File: src/rtl/ibex_obi_axi_master_bridge_if.sv
// AXI4 master-port bundle used by the Ibex OBI-to-AXI bridge.
// Single-beat, 32-bit data and address; the bridge takes the master side.
interface ibex_obi_axi_master_bridge_if;
    logic [31:0] m00_axi_awaddr;
    logic        m00_axi_awid;
    logic [7:0]  m00_axi_awlen;
    logic [2:0]  m00_axi_awsize;
    logic [1:0]  m00_axi_awburst;
    logic        m00_axi_awlock;
    logic [3:0]  m00_axi_awcache;
    logic [2:0]  m00_axi_awprot;
    logic [3:0]  m00_axi_awqos;
    logic        m00_axi_awvalid;
    logic        m00_axi_awready;

    logic [31:0] m00_axi_wdata;
    logic [3:0]  m00_axi_wstrb;
    logic        m00_axi_wlast;
    logic        m00_axi_wvalid;
    logic        m00_axi_wready;

    logic [1:0]  m00_axi_bresp;
    logic        m00_axi_bvalid;
    logic        m00_axi_bready;

    logic [31:0] m00_axi_araddr;
    logic        m00_axi_arid;
    logic [7:0]  m00_axi_arlen;
    logic [2:0]  m00_axi_arsize;
    logic [1:0]  m00_axi_arburst;
    logic        m00_axi_arlock;
    logic [3:0]  m00_axi_arcache;
    logic [2:0]  m00_axi_arprot;
    logic [3:0]  m00_axi_arqos;
    logic        m00_axi_arvalid;
    logic        m00_axi_arready;

    logic [31:0] m00_axi_rdata;
    logic [1:0]  m00_axi_rresp;
    logic        m00_axi_rvalid;
    logic        m00_axi_rready;

    modport master (
        output m00_axi_awaddr, m00_axi_awid, m00_axi_awlen, m00_axi_awsize, m00_axi_awburst,
               m00_axi_awlock, m00_axi_awcache, m00_axi_awprot, m00_axi_awqos, m00_axi_awvalid,
               m00_axi_wdata, m00_axi_wstrb, m00_axi_wlast, m00_axi_wvalid,
               m00_axi_bready,
               m00_axi_araddr, m00_axi_arid, m00_axi_arlen, m00_axi_arsize, m00_axi_arburst,
               m00_axi_arlock, m00_axi_arcache, m00_axi_arprot, m00_axi_arqos, m00_axi_arvalid,
               m00_axi_rready,
        input  m00_axi_awready, m00_axi_wready, m00_axi_bresp, m00_axi_bvalid,
               m00_axi_arready, m00_axi_rdata, m00_axi_rresp, m00_axi_rvalid
    );

    modport slave (
        input  m00_axi_awaddr, m00_axi_awid, m00_axi_awlen, m00_axi_awsize, m00_axi_awburst,
               m00_axi_awlock, m00_axi_awcache, m00_axi_awprot, m00_axi_awqos, m00_axi_awvalid,
               m00_axi_wdata, m00_axi_wstrb, m00_axi_wlast, m00_axi_wvalid,
               m00_axi_bready,
               m00_axi_araddr, m00_axi_arid, m00_axi_arlen, m00_axi_arsize, m00_axi_arburst,
               m00_axi_arlock, m00_axi_arcache, m00_axi_arprot, m00_axi_arqos, m00_axi_arvalid,
               m00_axi_rready,
        output m00_axi_awready, m00_axi_wready, m00_axi_bresp, m00_axi_bvalid,
               m00_axi_arready, m00_axi_rdata, m00_axi_rresp, m00_axi_rvalid
    );
endinterface

File: src/rtl/ibex_obi_axi_master_bridge.sv
// Converts one Ibex OBI memory port into an AXI4 master issuing single-beat
// transactions, one outstanding at a time.
module ibex_obi_axi_master_bridge #(
    parameter logic       AXI_ID  = 1'b0,
    parameter logic [2:0] AXPROT  = 3'b000,
    parameter logic [3:0] AXCACHE = 4'b0011
) (
    input  logic        m00_axi_aclk,
    input  logic        m00_axi_aresetn,

    input  logic        req_i,
    output logic        gnt_o,
    input  logic        we_i,
    input  logic [3:0]  be_i,
    input  logic [31:0] addr_i,
    input  logic [31:0] wdata_i,
    output logic        rvalid_o,
    output logic [31:0] rdata_o,
    output logic        err_o,

    ibex_obi_axi_master_bridge_if.master m00_axi
);

    typedef enum logic [2:0] {
        S_IDLE = 3'd0,
        S_RD_A = 3'd1,
        S_RD_D = 3'd2,
        S_WR   = 3'd3,
        S_WR_B = 3'd4
    } state_e;

    state_e      state_q, state_d;
    logic [31:0] addr_q, addr_d;
    logic [3:0]  be_q, be_d;
    logic [31:0] wdata_q, wdata_d;
    logic        aw_done_q, aw_done_d;
    logic        w_done_q, w_done_d;
    logic        rvalid_q, rvalid_d;
    logic        err_q, err_d;
    logic [31:0] rdata_q, rdata_d;

    logic        gnt_s;
    logic        arvalid_s;
    logic        awvalid_s;
    logic        wvalid_s;
    logic        rready_s;
    logic        bready_s;

    // Only resp[1] separates OKAY/EXOKAY from SLVERR/DECERR; addr_i[1:0] is dropped on purpose.
    logic        unused_s;
    assign unused_s = ^{addr_i[1:0], m00_axi.m00_axi_rresp[0], m00_axi.m00_axi_bresp[0]};

    // State, request latch and registered OBI response.
    always_ff @(posedge m00_axi_aclk or negedge m00_axi_aresetn) begin
        if (!m00_axi_aresetn) begin
            state_q   <= S_IDLE;
            addr_q    <= 32'h0000_0000;
            be_q      <= 4'b0000;
            wdata_q   <= 32'h0000_0000;
            aw_done_q <= 1'b0;
            w_done_q  <= 1'b0;
            rvalid_q  <= 1'b0;
            err_q     <= 1'b0;
            rdata_q   <= 32'h0000_0000;
        end else begin
            state_q   <= state_d;
            addr_q    <= addr_d;
            be_q      <= be_d;
            wdata_q   <= wdata_d;
            aw_done_q <= aw_done_d;
            w_done_q  <= w_done_d;
            rvalid_q  <= rvalid_d;
            err_q     <= err_d;
            rdata_q   <= rdata_d;
        end
    end

    // Next-state and channel control for the single-outstanding transaction FSM.
    always_comb begin
        state_d   = state_q;
        addr_d    = addr_q;
        be_d      = be_q;
        wdata_d   = wdata_q;
        aw_done_d = aw_done_q;
        w_done_d  = w_done_q;
        rvalid_d  = 1'b0;
        err_d     = err_q;
        rdata_d   = rdata_q;
        gnt_s     = 1'b0;
        arvalid_s = 1'b0;
        awvalid_s = 1'b0;
        wvalid_s  = 1'b0;
        rready_s  = 1'b0;
        bready_s  = 1'b0;

        case (state_q)
            S_IDLE: begin
                // Grant is combinational so a new request can be taken in the response cycle.
                gnt_s = req_i;
                if (req_i) begin
                    addr_d    = {addr_i[31:2], 2'b00};
                    be_d      = be_i;
                    wdata_d   = wdata_i;
                    aw_done_d = 1'b0;
                    w_done_d  = 1'b0;
                    if (we_i) begin
                        state_d = S_WR;
                    end else begin
                        state_d = S_RD_A;
                    end
                end else begin
                    state_d = S_IDLE;
                end
            end

            S_RD_A: begin
                arvalid_s = 1'b1;
                if (m00_axi.m00_axi_arready) begin
                    state_d = S_RD_D;
                end else begin
                    state_d = S_RD_A;
                end
            end

            S_RD_D: begin
                rready_s = 1'b1;
                if (m00_axi.m00_axi_rvalid) begin
                    rvalid_d = 1'b1;
                    rdata_d  = m00_axi.m00_axi_rdata;
                    err_d    = m00_axi.m00_axi_rresp[1];
                    state_d  = S_IDLE;
                end else begin
                    state_d  = S_RD_D;
                end
            end

            S_WR: begin
                // AW and W complete independently; each valid drops after its own handshake.
                awvalid_s = ~aw_done_q;
                wvalid_s  = ~w_done_q;
                aw_done_d = aw_done_q | (awvalid_s & m00_axi.m00_axi_awready);
                w_done_d  = w_done_q | (wvalid_s & m00_axi.m00_axi_wready);
                if (aw_done_d && w_done_d) begin
                    state_d = S_WR_B;
                end else begin
                    state_d = S_WR;
                end
            end

            S_WR_B: begin
                bready_s = 1'b1;
                if (m00_axi.m00_axi_bvalid) begin
                    rvalid_d = 1'b1;
                    rdata_d  = 32'h0000_0000;
                    err_d    = m00_axi.m00_axi_bresp[1];
                    state_d  = S_IDLE;
                end else begin
                    state_d  = S_WR_B;
                end
            end

            default: begin
                state_d = S_IDLE;
            end
        endcase
    end

    assign gnt_o    = gnt_s;
    assign rvalid_o = rvalid_q;
    assign rdata_o  = rdata_q;
    assign err_o    = err_q;

    assign m00_axi.m00_axi_awaddr  = addr_q;
    assign m00_axi.m00_axi_awid    = AXI_ID;
    assign m00_axi.m00_axi_awlen   = 8'h00;
    assign m00_axi.m00_axi_awsize  = 3'b010;
    assign m00_axi.m00_axi_awburst = 2'b01;
    assign m00_axi.m00_axi_awlock  = 1'b0;
    assign m00_axi.m00_axi_awcache = AXCACHE;
    assign m00_axi.m00_axi_awprot  = AXPROT;
    assign m00_axi.m00_axi_awqos   = 4'h0;
    assign m00_axi.m00_axi_awvalid = awvalid_s;

    assign m00_axi.m00_axi_wdata   = wdata_q;
    assign m00_axi.m00_axi_wstrb   = be_q;
    assign m00_axi.m00_axi_wlast   = 1'b1;
    assign m00_axi.m00_axi_wvalid  = wvalid_s;

    assign m00_axi.m00_axi_bready  = bready_s;

    assign m00_axi.m00_axi_araddr  = addr_q;
    assign m00_axi.m00_axi_arid    = AXI_ID;
    assign m00_axi.m00_axi_arlen   = 8'h00;
    assign m00_axi.m00_axi_arsize  = 3'b010;
    assign m00_axi.m00_axi_arburst = 2'b01;
    assign m00_axi.m00_axi_arlock  = 1'b0;
    assign m00_axi.m00_axi_arcache = AXCACHE;
    assign m00_axi.m00_axi_arprot  = AXPROT;
    assign m00_axi.m00_axi_arqos   = 4'h0;
    assign m00_axi.m00_axi_arvalid = arvalid_s;

    assign m00_axi.m00_axi_rready  = rready_s;

endmodule
File: src/flat_wrapper.sv
// flat-port wrapper written by rule: the top's interface ports become plain ports
module ibex_obi_axi_master_bridge_flat 
#(
    parameter logic       AXI_ID  = 1'b0,
    parameter logic [2:0] AXPROT  = 3'b000,
    parameter logic [3:0] AXCACHE = 4'b0011
)
  (m00_axi_aclk, m00_axi_aresetn, req_i, gnt_o, we_i, be_i, addr_i, wdata_i, rvalid_o, rdata_o, err_o, m00_axi_m00_axi_awaddr, m00_axi_m00_axi_awid, m00_axi_m00_axi_awlen, m00_axi_m00_axi_awsize, m00_axi_m00_axi_awburst, m00_axi_m00_axi_awlock, m00_axi_m00_axi_awcache, m00_axi_m00_axi_awprot, m00_axi_m00_axi_awqos, m00_axi_m00_axi_awvalid, m00_axi_m00_axi_wdata, m00_axi_m00_axi_wstrb, m00_axi_m00_axi_wlast, m00_axi_m00_axi_wvalid, m00_axi_m00_axi_bready, m00_axi_m00_axi_araddr, m00_axi_m00_axi_arid, m00_axi_m00_axi_arlen, m00_axi_m00_axi_arsize, m00_axi_m00_axi_arburst, m00_axi_m00_axi_arlock, m00_axi_m00_axi_arcache, m00_axi_m00_axi_arprot, m00_axi_m00_axi_arqos, m00_axi_m00_axi_arvalid, m00_axi_m00_axi_rready, m00_axi_m00_axi_awready, m00_axi_m00_axi_wready, m00_axi_m00_axi_bresp, m00_axi_m00_axi_bvalid, m00_axi_m00_axi_arready, m00_axi_m00_axi_rdata, m00_axi_m00_axi_rresp, m00_axi_m00_axi_rvalid);
  ibex_obi_axi_master_bridge_if m00_axi_i ();
  input  logic m00_axi_aclk;
  input  logic m00_axi_aresetn;
  input  logic req_i;
  output logic gnt_o;
  input  logic we_i;
  input  logic [3:0] be_i;
  input  logic [31:0] addr_i;
  input  logic [31:0] wdata_i;
  output logic rvalid_o;
  output logic [31:0] rdata_o;
  output logic err_o;
  output wire logic [$bits(m00_axi_i.m00_axi_awaddr)-1:0] m00_axi_m00_axi_awaddr;
  output wire logic [$bits(m00_axi_i.m00_axi_awid)-1:0] m00_axi_m00_axi_awid;
  output wire logic [$bits(m00_axi_i.m00_axi_awlen)-1:0] m00_axi_m00_axi_awlen;
  output wire logic [$bits(m00_axi_i.m00_axi_awsize)-1:0] m00_axi_m00_axi_awsize;
  output wire logic [$bits(m00_axi_i.m00_axi_awburst)-1:0] m00_axi_m00_axi_awburst;
  output wire logic [$bits(m00_axi_i.m00_axi_awlock)-1:0] m00_axi_m00_axi_awlock;
  output wire logic [$bits(m00_axi_i.m00_axi_awcache)-1:0] m00_axi_m00_axi_awcache;
  output wire logic [$bits(m00_axi_i.m00_axi_awprot)-1:0] m00_axi_m00_axi_awprot;
  output wire logic [$bits(m00_axi_i.m00_axi_awqos)-1:0] m00_axi_m00_axi_awqos;
  output wire logic [$bits(m00_axi_i.m00_axi_awvalid)-1:0] m00_axi_m00_axi_awvalid;
  output wire logic [$bits(m00_axi_i.m00_axi_wdata)-1:0] m00_axi_m00_axi_wdata;
  output wire logic [$bits(m00_axi_i.m00_axi_wstrb)-1:0] m00_axi_m00_axi_wstrb;
  output wire logic [$bits(m00_axi_i.m00_axi_wlast)-1:0] m00_axi_m00_axi_wlast;
  output wire logic [$bits(m00_axi_i.m00_axi_wvalid)-1:0] m00_axi_m00_axi_wvalid;
  output wire logic [$bits(m00_axi_i.m00_axi_bready)-1:0] m00_axi_m00_axi_bready;
  output wire logic [$bits(m00_axi_i.m00_axi_araddr)-1:0] m00_axi_m00_axi_araddr;
  output wire logic [$bits(m00_axi_i.m00_axi_arid)-1:0] m00_axi_m00_axi_arid;
  output wire logic [$bits(m00_axi_i.m00_axi_arlen)-1:0] m00_axi_m00_axi_arlen;
  output wire logic [$bits(m00_axi_i.m00_axi_arsize)-1:0] m00_axi_m00_axi_arsize;
  output wire logic [$bits(m00_axi_i.m00_axi_arburst)-1:0] m00_axi_m00_axi_arburst;
  output wire logic [$bits(m00_axi_i.m00_axi_arlock)-1:0] m00_axi_m00_axi_arlock;
  output wire logic [$bits(m00_axi_i.m00_axi_arcache)-1:0] m00_axi_m00_axi_arcache;
  output wire logic [$bits(m00_axi_i.m00_axi_arprot)-1:0] m00_axi_m00_axi_arprot;
  output wire logic [$bits(m00_axi_i.m00_axi_arqos)-1:0] m00_axi_m00_axi_arqos;
  output wire logic [$bits(m00_axi_i.m00_axi_arvalid)-1:0] m00_axi_m00_axi_arvalid;
  output wire logic [$bits(m00_axi_i.m00_axi_rready)-1:0] m00_axi_m00_axi_rready;
  input wire logic [$bits(m00_axi_i.m00_axi_awready)-1:0] m00_axi_m00_axi_awready;
  input wire logic [$bits(m00_axi_i.m00_axi_wready)-1:0] m00_axi_m00_axi_wready;
  input wire logic [$bits(m00_axi_i.m00_axi_bresp)-1:0] m00_axi_m00_axi_bresp;
  input wire logic [$bits(m00_axi_i.m00_axi_bvalid)-1:0] m00_axi_m00_axi_bvalid;
  input wire logic [$bits(m00_axi_i.m00_axi_arready)-1:0] m00_axi_m00_axi_arready;
  input wire logic [$bits(m00_axi_i.m00_axi_rdata)-1:0] m00_axi_m00_axi_rdata;
  input wire logic [$bits(m00_axi_i.m00_axi_rresp)-1:0] m00_axi_m00_axi_rresp;
  input wire logic [$bits(m00_axi_i.m00_axi_rvalid)-1:0] m00_axi_m00_axi_rvalid;
  assign m00_axi_m00_axi_awaddr = m00_axi_i.m00_axi_awaddr;
  assign m00_axi_m00_axi_awid = m00_axi_i.m00_axi_awid;
  assign m00_axi_m00_axi_awlen = m00_axi_i.m00_axi_awlen;
  assign m00_axi_m00_axi_awsize = m00_axi_i.m00_axi_awsize;
  assign m00_axi_m00_axi_awburst = m00_axi_i.m00_axi_awburst;
  assign m00_axi_m00_axi_awlock = m00_axi_i.m00_axi_awlock;
  assign m00_axi_m00_axi_awcache = m00_axi_i.m00_axi_awcache;
  assign m00_axi_m00_axi_awprot = m00_axi_i.m00_axi_awprot;
  assign m00_axi_m00_axi_awqos = m00_axi_i.m00_axi_awqos;
  assign m00_axi_m00_axi_awvalid = m00_axi_i.m00_axi_awvalid;
  assign m00_axi_m00_axi_wdata = m00_axi_i.m00_axi_wdata;
  assign m00_axi_m00_axi_wstrb = m00_axi_i.m00_axi_wstrb;
  assign m00_axi_m00_axi_wlast = m00_axi_i.m00_axi_wlast;
  assign m00_axi_m00_axi_wvalid = m00_axi_i.m00_axi_wvalid;
  assign m00_axi_m00_axi_bready = m00_axi_i.m00_axi_bready;
  assign m00_axi_m00_axi_araddr = m00_axi_i.m00_axi_araddr;
  assign m00_axi_m00_axi_arid = m00_axi_i.m00_axi_arid;
  assign m00_axi_m00_axi_arlen = m00_axi_i.m00_axi_arlen;
  assign m00_axi_m00_axi_arsize = m00_axi_i.m00_axi_arsize;
  assign m00_axi_m00_axi_arburst = m00_axi_i.m00_axi_arburst;
  assign m00_axi_m00_axi_arlock = m00_axi_i.m00_axi_arlock;
  assign m00_axi_m00_axi_arcache = m00_axi_i.m00_axi_arcache;
  assign m00_axi_m00_axi_arprot = m00_axi_i.m00_axi_arprot;
  assign m00_axi_m00_axi_arqos = m00_axi_i.m00_axi_arqos;
  assign m00_axi_m00_axi_arvalid = m00_axi_i.m00_axi_arvalid;
  assign m00_axi_m00_axi_rready = m00_axi_i.m00_axi_rready;
  assign m00_axi_i.m00_axi_awready = m00_axi_m00_axi_awready;
  assign m00_axi_i.m00_axi_wready = m00_axi_m00_axi_wready;
  assign m00_axi_i.m00_axi_bresp = m00_axi_m00_axi_bresp;
  assign m00_axi_i.m00_axi_bvalid = m00_axi_m00_axi_bvalid;
  assign m00_axi_i.m00_axi_arready = m00_axi_m00_axi_arready;
  assign m00_axi_i.m00_axi_rdata = m00_axi_m00_axi_rdata;
  assign m00_axi_i.m00_axi_rresp = m00_axi_m00_axi_rresp;
  assign m00_axi_i.m00_axi_rvalid = m00_axi_m00_axi_rvalid;
  ibex_obi_axi_master_bridge #(.AXI_ID(AXI_ID), .AXPROT(AXPROT), .AXCACHE(AXCACHE)) u_core (.m00_axi_aclk(m00_axi_aclk), .m00_axi_aresetn(m00_axi_aresetn), .req_i(req_i), .gnt_o(gnt_o), .we_i(we_i), .be_i(be_i), .addr_i(addr_i), .wdata_i(wdata_i), .rvalid_o(rvalid_o), .rdata_o(rdata_o), .err_o(err_o), .m00_axi(m00_axi_i));
endmodule
File: config.mk
export PLATFORM = sky130hd
export DESIGN_NAME = ibex_obi_axi_master_bridge_flat
export DESIGN_NICKNAME = d
export VERILOG_FILES = /design/src/rtl/ibex_obi_axi_master_bridge_if.sv /design/src/rtl/ibex_obi_axi_master_bridge.sv /design/src/flat_wrapper.sv
export SDC_FILE = /design/constraint.sdc
export NUM_CORES = 1
export LEC_CHECK = 0
export ABC_AREA = 1
export CAP_MARGIN = 10
export CORE_UTILIZATION = 25
export DETAILED_ROUTE_END_ITERATION = 7
export PLACE_DENSITY = 0.69
export SLEW_MARGIN = 20
export SYNTH_ARGS = -nofsm -noshare
export SYNTH_HDL_FRONTEND = slang
export SYNTH_SLANG_ARGS = --single-unit
export TNS_END_PERCENT = 5
File: constraint.sdc
create_clock -name m00_axi_aclk -period 2.4 [get_ports m00_axi_aclk]
set_input_delay 0.48 -clock m00_axi_aclk [delete_from_list [all_inputs] [get_ports m00_axi_aclk]]
set_output_delay 0.48 -clock m00_axi_aclk [all_outputs]
set_load 0.01 [all_outputs]
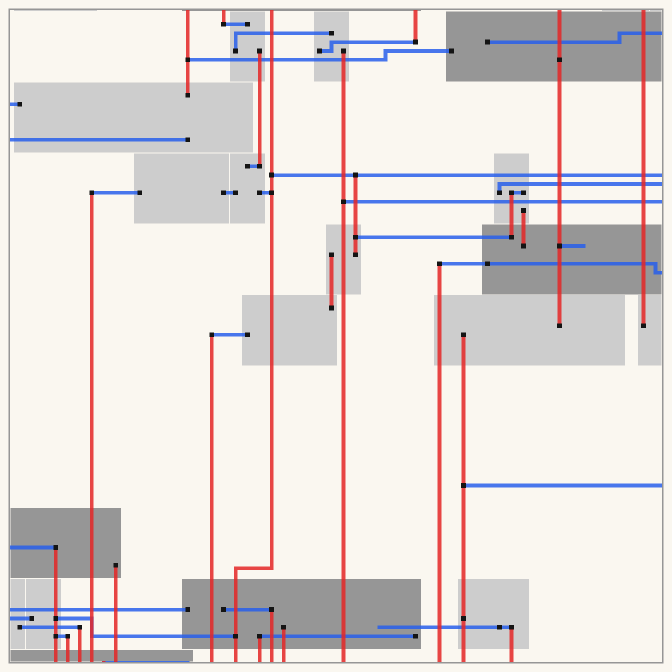
run_1/zoom.png
Window x 96 to 121, y 24 to 49 um. Cells in grey, sequential cells in the stronger grey; small squares are vias.
met1: shown in blue. met2: shown in red.
Netlist names of flops here include u_core.m00_axi.m00_axi_araddr (2), u_core.rdata_o (1). Most frequent: nand2_1 (6), dfrtp_1 (3), clkdlybuf4s50_1 (2). 14 logic cells have their middle in the window. Sequential cells in the window: 3.

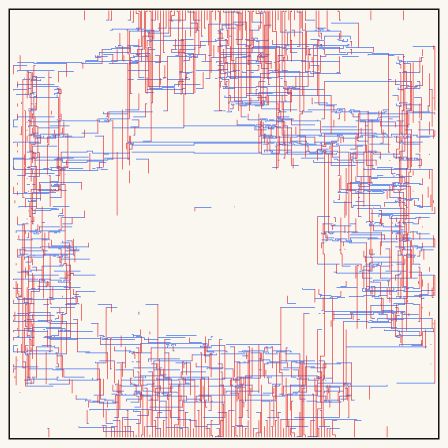
run_1/metal_stack.png
Two of the layers only.
met2: shown in red, wire length 6680 um. met1: shown in blue, wire length 5800 um.

==> GITHUB_STEP_SUMMARY, run 1 <==
## Synthesis and layout report

| Metric | Value |
|---|---|
| # rows | 51 |
| Die area | 20800 um^2 |
| Global Route met1 Usage | 0.159 |
| Post-route ant nets | 0 |
| Sequential share of cell area | 0.344 |
| Area Overhead vs Synth | 51.2% |
| Simple Share, Synth | 0.282 |
| CP delay by family, top | buffers and inverters |
| Top logic family | simple AND/OR/NAND/NOR gates |
| Routed len/inst | around 12 um |
| # DRC | 0 |
| P_clk | 1.55 mW |
| Fraction of area in multi-input gates | 0.217 |
| Mapped cell area | 5060 um^2 |
| Initial drt markers | ~130 |
| Fin. max-slew vios | 0 |
| Cell type taking the most area | registers |
| Routed length on met3 | approximately 1.1 mm |
| Hold Buf Count CTS | 1 |
| Dominant flop cell | dfrtp_1 |
| Commonest cells in the netlist | nand2_1 (278), dfrtp_1 (105), buf_4 (94), inv_1 (45) |
| EDFF count, synth | 0 |
| CTS root buf | clkbuf_16 |
| Status | complete, no violations |
| Layout Cells excl Fill | around 1100 |
| Area contributors post-synth | dfrtp_1 (52%), nand2_1 (21%), buf_4 (14%) |
| Fmax | approximately 440 MHz |
| ClkCell Share | 0.0407 |
| Hold endpoint | u_core.m00_axi.m00_axi_wstrb[2]$_DFFE_PN0P_ |
| Mux share | 0 |
| Crit-path cells | nor2_4 -> nand2_1 -> inv_2 -> clkdlybuf4s50_1 |
| RSZ-0062 raised after global routing | no |
| Critical Path End | m00_axi_m00_axi_bready |
| PnR worst setup slack | 0.118 ns |
| DP HPWL | 9.87 mm |
| OpenROAD warning count | 30 |
| Total Power | 9.17 mW |
| Setup Crit Path Kind | register to primary output |
| CP max FO | 6 |
| M1 wire length | roughly 5.8 mm |
| Hold Path Cell Cnt | 2 |
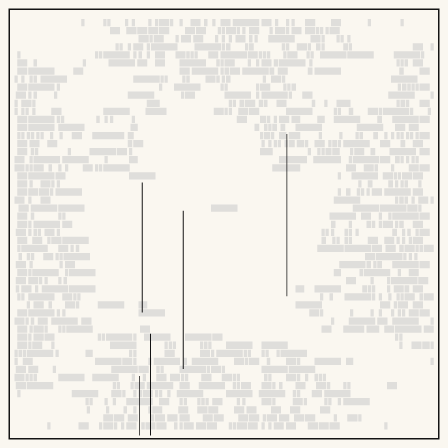
run_1/met4.png
Cells faint in the background.
The layer carries 205 um of wire. The longest straight run is 54.4 um. The wires run mostly vertical.
Via Count: 4288
WL final: 13.8 mm

run_1/final_congestion.png
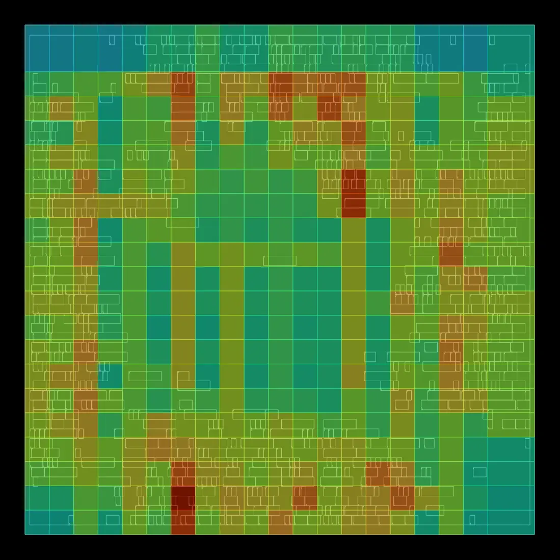

## Run 2: what changed since run 1
Settings changed: CTS_BUF_LIST set to sky130_fd_sc_hd__clkbuf_4 sky130_fd_sc_hd__clkbuf_8, HOLD_SLACK_MARGIN set to 0.12.
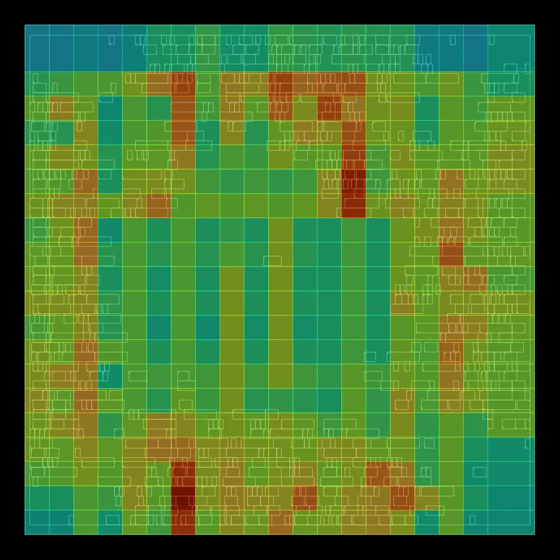
run_2/final_congestion.png
GRT met3 Usage: 0.0490
routed len/inst: 12.5 um

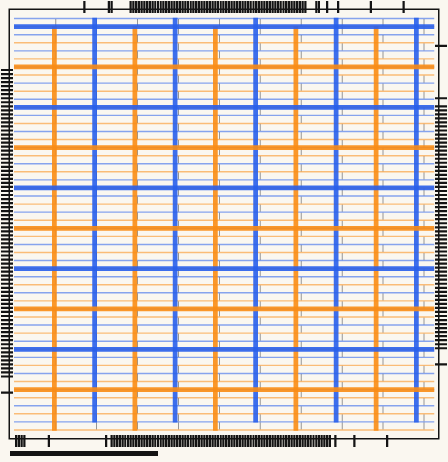
run_2/pdn.png
Bar = 50 um. Pins as bars on the die edge. Tap cells in grey.
VSS: shown in orange. VDD: shown in blue.
The core has 51 rows. 306 signal pins sit on the boundary. 10 straps on met4.
Die Y: 144 um
maximum vdd drop: 485 uV

==> run 2 against run 1 <==
  * Final cell count up 0.27%
  * Worst setup slack better by 0.035 ns
  * Clock power down 23%
  * Sequential power about the same
  * Design area down 1.0%
  * Largest cell class unchanged
  * Routed wire length up 0.58%
==> GITHUB_STEP_SUMMARY, run 2 <==
## Synthesis and layout report

| Metric | Value |
|---|---|
| Status | complete, no violations |
| Post-route ant nets | 0 |
| Crit-path cells | nand2_1 -> nor2_2 -> inv_1 -> nor2_1 -> clkdlybuf4s50_1 |
| Area contributors post-synth | dfrtp_1 (52%), nand2_1 (21%), buf_4 (14%) |
| RSZ-0062 raised after global routing | no |
| Fin. max-slew vios | 0 |
| Mapped cell area | 5060 um^2 |
| Hold endpoint | u_core.m00_axi.m00_axi_wstrb[2]$_DFFE_PN0P_ |
| CP max FO | 6 |
| Fmax | 445 MHz |
| Worst skew pair latency | 0.38 ns |
| Sequential share of cell area | 0.347 |
| Worst Path Required | 1.92 ns |
| Simple Share, Synth | 0.282 |
| # DRC | 0 |
| CP delay by family, top | buffers and inverters |
| Internal Power | 5.55 mW |
| CTS tree | yes |
| Setup slack at placement | 0.0405 ns |
| Cell type taking the most area | registers |
| Total Power | 8.83 mW |
| Initial drt markers | 117 |
| Top logic family | simple AND/OR/NAND/NOR gates |
| Routed length on met3 | 1.12 mm |
| Area Overhead vs Synth | 49.6% |
| # rows | 51 |
| Mean Syn Cell Area | roughly 8.0 um^2 |
| EDFF count, synth | 0 |
| OpenROAD warning count | 30 |
| Critical Path End | m00_axi_m00_axi_awvalid |
| Ys async rst share | 1.00 |
| WHS | 0.489 ns |
| WL final | 13.9 mm |
| Unique cell types | 19 |
| Worst hold path startpoint | u_core.m00_axi.m00_axi_wstrb[2]$_DFFE_PN0P_ |
| DP HPWL | 9.87 mm |
| Via Count | ~4300 |
| M1 wire length | 5.85 mm |
| Type of the worst min-delay path | register to register |
| Global Route met1 Usage | 0.159 |
| Biggest consumer | combinational logic |
| ClkCell Share | 0.0277 |
| Hold Path Cell Cnt | 2 |
| Die area | 20800 um^2 |
| Fraction of area in multi-input gates | 0.219 |
| CTS root buf | clkbuf_8 |
| Commonest cells in the netlist | nand2_1 (278), dfrtp_1 (105), buf_4 (94), inv_1 (45) |
| Design Area, Final | 7580 um^2 |
| PnR worst setup slack | 0.154 ns |
| P_clk | 1.19 mW |
| Crit. Startpoint | u_core.state_q[1]$_DFF_PN0_ |
| Mux share | 0 |
| Hold Buf Count CTS | 1 |
| Layout Cells excl Fill | 1109 |
| Setup Crit Path Kind | register to primary output |
| Dominant flop cell | dfrtp_1 |
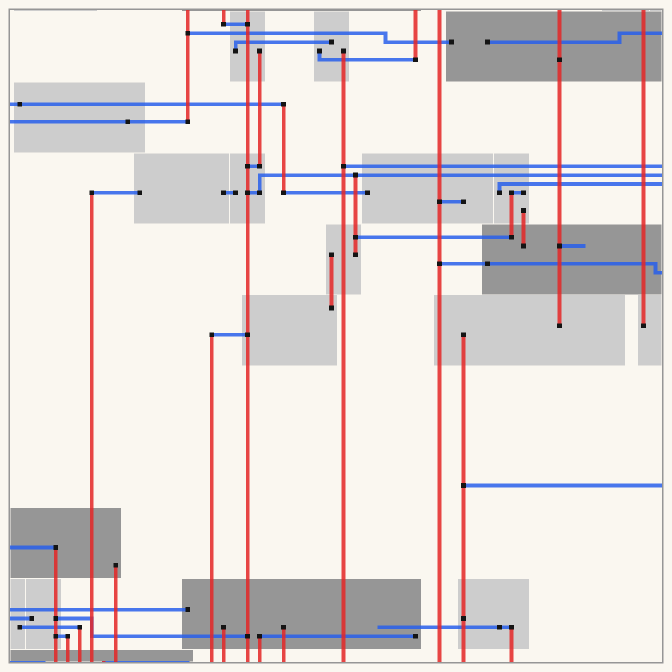
run_2/zoom.png
Window x 96 to 121, y 24 to 49 um. Cells in grey, sequential cells in the stronger grey; small squares are vias.
met1: shown in blue. met2: shown in red.
Sequential cells in the window: 3. 15 logic cells have their middle in the window. Most frequent: nand2_1 (6), dfrtp_1 (3). Netlist names of flops here include u_core.m00_axi.m00_axi_araddr (2), u_core.rdata_o (1).

run_2/metal_stack.png
Two of the layers only.
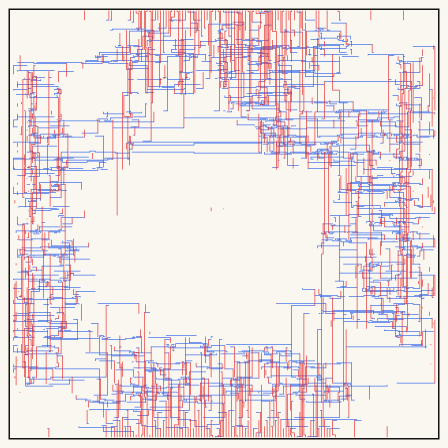

## Run 3: what changed since run 2
Settings changed: DONT_BUFFER_PORTS set to 1, PLACE_DENSITY 0.69 to 0.49.
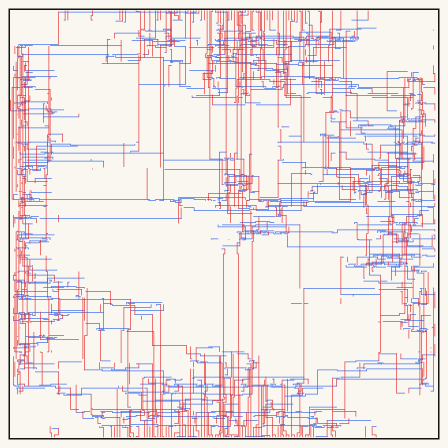
run_3/metal_stack.png
Two of the layers only.
met1: shown in blue, wire length 5300 um. met2: shown in red, wire length 5660 um.

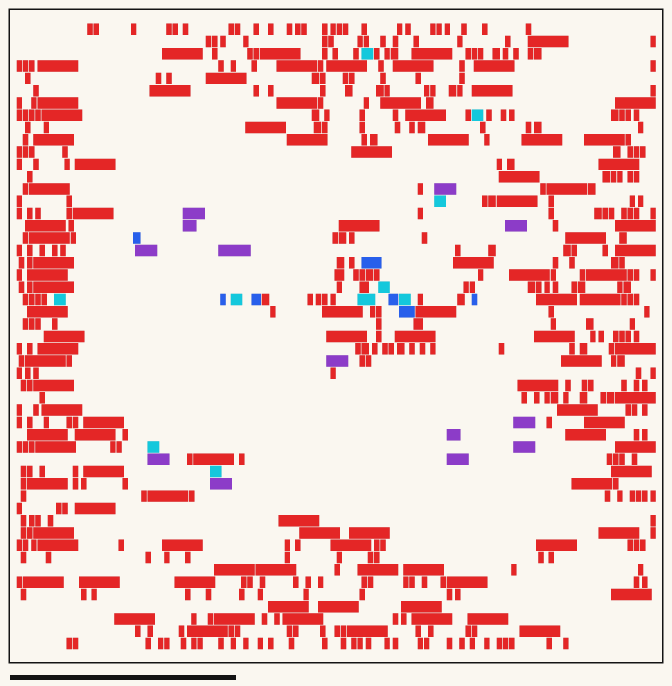
run_3/drive_strength.png
Bar = 50 um.
drive 1 or less: shown in red, cells 564, share 95%. drive 6 and up: shown in purple, cells 13, share 2.2%. drive 3 to 4: shown in cyan, cells 10, share 1.7%. drive 2: shown in blue, cells 7, share 1.2%.

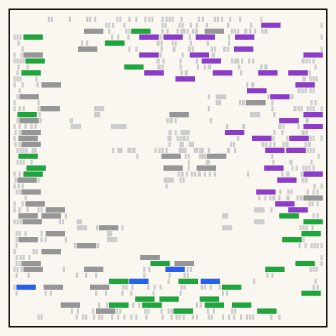
run_3/registers.png
Other sequential cells in the stronger grey, the rest of the logic in the fainter grey.
u_core.m00_axi.m00_axi_wstrb: shown in blue, sequential cells 4. u_core.rdata_o: shown in purple, sequential cells 32. u_core.m00_axi.m00_axi_araddr: shown in green, sequential cells 30, where widely spread.
Another 39 sequential cells are not coloured.

==> run 3 against run 2 <==
  * The flow now finishes with violations (negative hold slack)
  * Power shrank 27%
  * Largest power group is now sequential cells
  * Fmax up 7.9%
  * First-iteration DRC count rose by 34%
  * Critical path depth fell by 2
  * Routed wire length decreased by 12%
  * Utilization is 13 points lower
  * Sequential share of layout area rose by 17 points
==> GITHUB_STEP_SUMMARY, run 3 <==
## Synthesis and layout report

| Metric | Value |
|---|---|
| OpenROAD warning count | 34 |
| WHS | -0.223 ns |
| CTS tree | yes |
| PnR worst setup slack | 0.319 ns |
| Clock group share of total power | 0.167 |
| RSZ-0062 raised after global routing | no |
| Fraction of area in multi-input gates | 0.329 |
| Cell type taking the most area | registers |
| Sequential share of cell area | 0.521 |
| Total Power | between 6 and 7 mW |
| Worst Path Required | 1.92 ns |
| Mux share | 0 |
| Seq group | about 3.8 mW |
| Hold Violations, Final | about 110 |
| Unique cell types | 19 |
| Ys async rst share | 1.00 |
| WL final | 12.2 mm |
| Mean Syn Cell Area | 8.04 um^2 |
| # DRC | 0 |
| Crit. Startpoint | u_core.state_q[1]$_DFF_PN0_ |
| Status | finished, violations left |
| Die area | 20800 um^2 |
| Mapped cell area | about 5000 um^2 |
| Routed length on met3 | about 1.2 mm |
| Setup Crit Path Kind | register to primary output |
| Worst skew pair latency | 0.38 ns |
| ClkCell Share | 0.0362 |
| Design Area, Final | between 5000 and 6000 um^2 |
| Violated checks | negative hold slack |
| Global Route met1 Usage | 0.138 |
| Max cap viols | 0 |
| Top logic family | simple AND/OR/NAND/NOR gates |
| Initial drt markers | 157 |
| Final design utilization | 0.256 |
| Fmax | 480 MHz |
| Internal Power | 3.57 mW |
| CP max FO | 22 |
| Area contributors post-synth | dfrtp_1 (52%), nand2_1 (21%), buf_4 (14%) |
| Type of the worst min-delay path | primary input to asynchronous set/reset pin |
| Placed Cells | 843 |
| Commonest cells in the netlist | nand2_1 (278), dfrtp_1 (105), buf_4 (94), inv_1 (45) |
| Critical Path End | m00_axi_m00_axi_bready |
| Post-route ant nets | 0 |
| EDFF count, synth | 0 |
| GRT Util Overall | 0.115 |
| Maximum vdd drop | 422 uV |
| Biggest consumer | sequential cells |
| Area Overhead vs Synth | -0.469% |
| CP delay by family, top | flip-flops |
| Setup slack at placement | 0.661 ns |
| CTS root buf | clkbuf_8 |
| GRT met3 Usage | 0.0520 |
| DP HPWL | between 8 and 9 mm |
| # rows | 51 |
| Dominant flop cell | dfrtp_1 |
| Layout Cells excl Fill | 859 |
| Fin. max-slew vios | 0 |
| M1 wire length | 5.30 mm |
| Routed len/inst | 14.2 um |
| Simple Share, Synth | 0.282 |
| CTS clock-pin slew for the worst setup and hold paths | roughly 0.11 ns |
Power is estimated from default activity; no workload was simulated.
